$ cat src/rtl/led_rotation_monitor.sv
// Watches a rotating one-hot LED vector: locks onto it, counts full rotations and flags mismatches.
// Optional macro LED_MON_BIDIR_EN also accepts right rotation, with the direction latched at the first step.
module led_rotation_monitor #(
   parameter int NB_LEDS  = 4,
   parameter int NB_COUNT = 8
) (
   input  logic                clock,
   input  logic                i_reset,
   input  logic [NB_LEDS-1:0]  i_led,
   input  logic                i_sample,
   input  logic                i_clear,
   output logic                o_locked,
   output logic                o_error,
   output logic                o_fault,
   output logic [NB_COUNT-1:0] o_rot_count,
   output logic [NB_COUNT-1:0] o_err_count
);

   typedef enum logic [1:0] {
      ST_IDLE   = 2'd0,
      ST_LOCKED = 2'd1,
      ST_FAULT  = 2'd2
   } state_t;

   state_t              state_q, state_d;
   logic [NB_LEDS-1:0]  prev_q, prev_d;
   logic                error_q, error_d;
   logic                locked_q, fault_q;
   logic [NB_COUNT-1:0] rot_q, rot_d;
   logic [NB_COUNT-1:0] errc_q, errc_d;

   logic               led_onehot;
   logic [NB_LEDS-1:0] prev_rotl;
   logic               step_left;

   function automatic logic [NB_COUNT-1:0] sat_inc(input logic [NB_COUNT-1:0] v);
      return (&v) ? v : v + 1'b1;
   endfunction

   assign led_onehot = (i_led != '0) && ((i_led & (i_led - 1'b1)) == '0);
   assign prev_rotl  = {prev_q[NB_LEDS-2:0], prev_q[NB_LEDS-1]};

`ifdef LED_MON_BIDIR_EN
   // dir_q: 0 = left, 1 = right; only meaningful once dir_valid_q is set
   logic               dir_valid_q, dir_valid_d;
   logic               dir_q, dir_d;
   logic [NB_LEDS-1:0] prev_rotr;
   logic               step_right;

   assign prev_rotr  = {prev_q[0], prev_q[NB_LEDS-1:1]};
   assign step_left  = (i_led == prev_rotl) && (!dir_valid_q || !dir_q);
   assign step_right = (i_led == prev_rotr) && (!dir_valid_q || dir_q);
`else
   assign step_left  = (i_led == prev_rotl);
`endif

   always_comb begin
      state_d = state_q;
      prev_d  = prev_q;
      error_d = error_q;
      rot_d   = rot_q;
      errc_d  = errc_q;
`ifdef LED_MON_BIDIR_EN
      dir_valid_d = dir_valid_q;
      dir_d       = dir_q;
`endif
      if (i_clear) begin
         state_d = ST_IDLE;
         prev_d  = '0;
         error_d = 1'b0;
         rot_d   = '0;
         errc_d  = '0;
`ifdef LED_MON_BIDIR_EN
         dir_valid_d = 1'b0;
         dir_d       = 1'b0;
`endif
      end else if (i_sample) begin
         case (state_q)
            ST_IDLE: begin
               if (led_onehot) begin
                  prev_d  = i_led;
                  state_d = ST_LOCKED;
`ifdef LED_MON_BIDIR_EN
                  dir_valid_d = 1'b0;
`endif
               end
            end
            ST_LOCKED: begin
               if (!led_onehot) begin
                  error_d = 1'b1;
                  errc_d  = sat_inc(errc_q);
                  state_d = ST_FAULT;
               end else if (i_led == prev_q) begin
                  // hold: the shift register has not advanced yet
               end else if (step_left) begin
                  prev_d = i_led;
                  if (i_led[0]) rot_d = sat_inc(rot_q);
`ifdef LED_MON_BIDIR_EN
                  dir_valid_d = 1'b1;
                  dir_d       = 1'b0;
               end else if (step_right) begin
                  prev_d = i_led;
                  if (i_led[NB_LEDS-1]) rot_d = sat_inc(rot_q);
                  dir_valid_d = 1'b1;
                  dir_d       = 1'b1;
`endif
               end else begin
                  error_d = 1'b1;
                  errc_d  = sat_inc(errc_q);
                  prev_d  = i_led;
               end
            end
            default: ;
         endcase
      end
   end

   always_ff @(posedge clock or negedge i_reset) begin
      if (!i_reset) begin
         state_q  <= ST_IDLE;
         prev_q   <= '0;
         error_q  <= 1'b0;
         locked_q <= 1'b0;
         fault_q  <= 1'b0;
         rot_q    <= '0;
         errc_q   <= '0;
`ifdef LED_MON_BIDIR_EN
         dir_valid_q <= 1'b0;
         dir_q       <= 1'b0;
`endif
      end else begin
         state_q  <= state_d;
         prev_q   <= prev_d;
         error_q  <= error_d;
         locked_q <= (state_d == ST_LOCKED);
         fault_q  <= (state_d == ST_FAULT);
         rot_q    <= rot_d;
         errc_q   <= errc_d;
`ifdef LED_MON_BIDIR_EN
         dir_valid_q <= dir_valid_d;
         dir_q       <= dir_d;
`endif
      end
   end

   assign o_locked    = locked_q;
   assign o_error     = error_q;
   assign o_fault     = fault_q;
   assign o_rot_count = rot_q;
   assign o_err_count = errc_q;

endmodule

$ cat config.mk
export PLATFORM = sky130hd
export DESIGN_NAME = led_rotation_monitor
export DESIGN_NICKNAME = d
export VERILOG_FILES = /design/src/rtl/led_rotation_monitor.sv
export SDC_FILE = /design/constraint.sdc
export NUM_CORES = 1
export LEC_CHECK = 0
export ABC_AREA = 1
export CAP_MARGIN = 20
export CORE_ASPECT_RATIO = 1.4
export CORE_MARGIN = 2
export CORE_UTILIZATION = 29
export CTS_BUF_LIST = sky130_fd_sc_hd__clkbuf_8
export DETAILED_ROUTE_END_ITERATION = 10
export PLACE_DENSITY = 0.5
export REMOVE_ABC_BUFFERS = 1
export SETUP_SLACK_MARGIN = 0.05
export SLEW_MARGIN = 20
export SYNTH_ARGS = -nofsm -noshare
export SYNTH_HDL_FRONTEND = slang
export SYNTH_SLANG_ARGS = --single-unit
$ cat constraint.sdc
create_clock -name clock -period 1.4 [get_ports clock]
set_input_delay 0.35 -clock clock [delete_from_list [all_inputs] [get_ports clock]]
set_output_delay 0.35 -clock clock [all_outputs]
set_load 0.005 [all_outputs]
Figure 1. A small window of the routed layout.
Scale bar: 5 um. Region (24, 56) to (44, 76) um. Cells in grey, sequential cells in the stronger grey; small squares are vias.
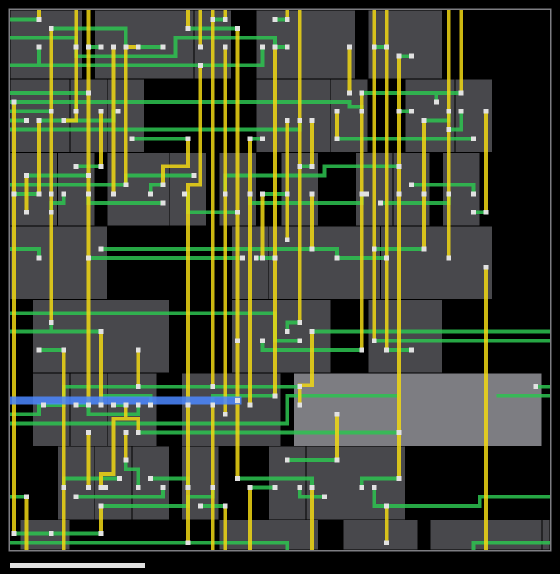
yellow -> metal 2
blue -> metal 3
green -> metal 1
cells with their middle in the window = 39
netlist names of flops here include = o_rot_count (1)
sequential cells in the window = 1
most frequent = nand2_1 (11), inv_1 (6), nand3_2 (6)

Figure 2. Gate families picked out.
Scale bar: 20 um.
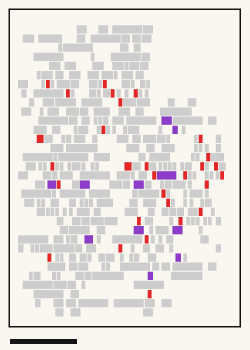
purple -> inverting AOI/OAI gates  # cells 11
red -> inverters  # cells 29

Figure 3. Metal layers overlaid.
Scale bar: 20 um.
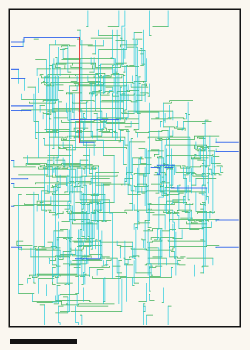
green -> metal 1  # wire length 2130 um
blue -> metal 3  # wire length 129 um
red -> metal 4  # wire length 31.3 um
cyan -> metal 2  # wire length 2560 um

==> results.cfg <==
; implementation run metrics
[status]
run_status = finished, final reports clean

[power]
power_density_nw_per_um2 = 659
switching_share_pct = 32.9
p_total_mw = 1.83

[min_path]
hp-class = in2reg
min_from = i_led[2]

[sta]
clock_skew_ps = 1.92

[critical_path]
worstSetupEndpointType = register
crit_slowest_cell = dfrtp_1
crit_chain = ha_2 > nand3_4 > nor2_4 > nand4_4 > buf_6 > nand4_1 > nand2_1
r2r-end = o_err_count[3]

[global_route]
grt.overflow.total = 0
grt_pass1_vias = 1892

[synth]
ys_seq_share_pct = 37.1
synthArstFlopShare_pct = 100
synth_top_cell_by_count = nand2_1
top_area_cell = dfrtp_1

[clocking]
root_buffer = clkbuf_8
clk_pin_slew_worst_paths_ps = 90

[route]
vias = 1877
vias_per_cell = 4.66
worst max-delay path by stage:
| stage | endpoint | slack (ps) | cells after the start |
|---|---|---|---|
| after floorplan | o_err_count[6] | -30 | 7 |
| after global placement | o_err_count[7] | -600 | 10 |
| after detailed placement | o_err_count[2] | -600 | 10 |
| after CTS | o_err_count[6] | -30 | 7 |
| after global routing | o_err_count[3] | -80 | 10 |
| final | o_err_count[3] | 30 | 7 |
layout by cell type (no fill, tap or decap), types with 3 or more instances in the layout:
cell type,n
dfrtp_1,21
nand4_1,11
buf_6,6
dfrtp_2,4
nand2_2,16
clkbuf_8,3
nand2_4,6
nor2_4,11
inv_2,9
nand3_1,5
nor2_1,22
dlygate4sd2_1,17
nor2_2,3
xnor2_1,3
nand2_1,81
nand3_4,7
a21oi_2,3
inv_1,19
buf_4,43
buf_2,8
nand3_2,16
what timing repair did:
item	in CTS	in global routing
pin swaps	18	39
setup endpoints to repair	44	26
setup buffers	15	6
hold endpoints to repair	0	0
gates cloned	2	0
gates resized	99	53
routing by layer:
layer	GRT usage, %	part of all wire (%)	vias to the layer above
met1	22.6	44	875
met4	7.33	0.64	0
met5	0	0	-
met3	1.68	2.6	2
li1	-	-	972
met2	28.4	53	28
kinds of logic (layout without fill, tap and decap cells):
kind of cell | Yosys count | in the layout
buf+inv | 34 | 110
compound gates | 11 | 11
flops | 25 | 25
xor+xnor | 5 | 5
fa+ha+maj | 2 | 2
simple gates | 181 | 182
power groups by stage:
stage	logic (mW)	registers, mW	clock network [mW]
floorplan	0.200	0.821	0
global placement	0.446	0.815	0
detailed placement	0.443	0.814	0
CTS	0.531	0.801	0.455
global route	0.655	0.816	0.491
finish	0.591	0.809	0.430
worst max-delay path: cells and delay by family, from the launching register on:
family | cells | cell delay, ps
fa+ha+maj | 1 | 220
buf+inv | 1 | 160
flops | 1 | 380
simple gates | 5 | 490
registers in the layout, summed over array words and instances (netlist names):
| signal | count |
|---|---|
| o_err_count | 8 |
| prev_q | 4 |
| state_q | 2 |
| o_error | 1 |
| o_locked | 1 |
| o_rot_count | 8 |
| o_fault | 1 |
final cells by class:
class / count / area [um^2]
Timing Repair Buffer: 77 / 614
Sequential cell: 25 / 631
Tap cell: 68 / 85.1
Clock buffer: 3 / 41.3
Multi-Input combinational cell: 200 / 1290
Inverter: 29 / 114
Fill cell: 567 / 2790
Clock inverter: 1 / 3.75
per-stage QoR:
stage,hold slack (ps),TNS [ps]
after global routing,409,-717
final,379,0
after CTS,420,-108
after detailed placement,508,-13800
after global placement,508,-13820
after floorplan,54.4,-273
Power is estimated from default activity; no workload was simulated.
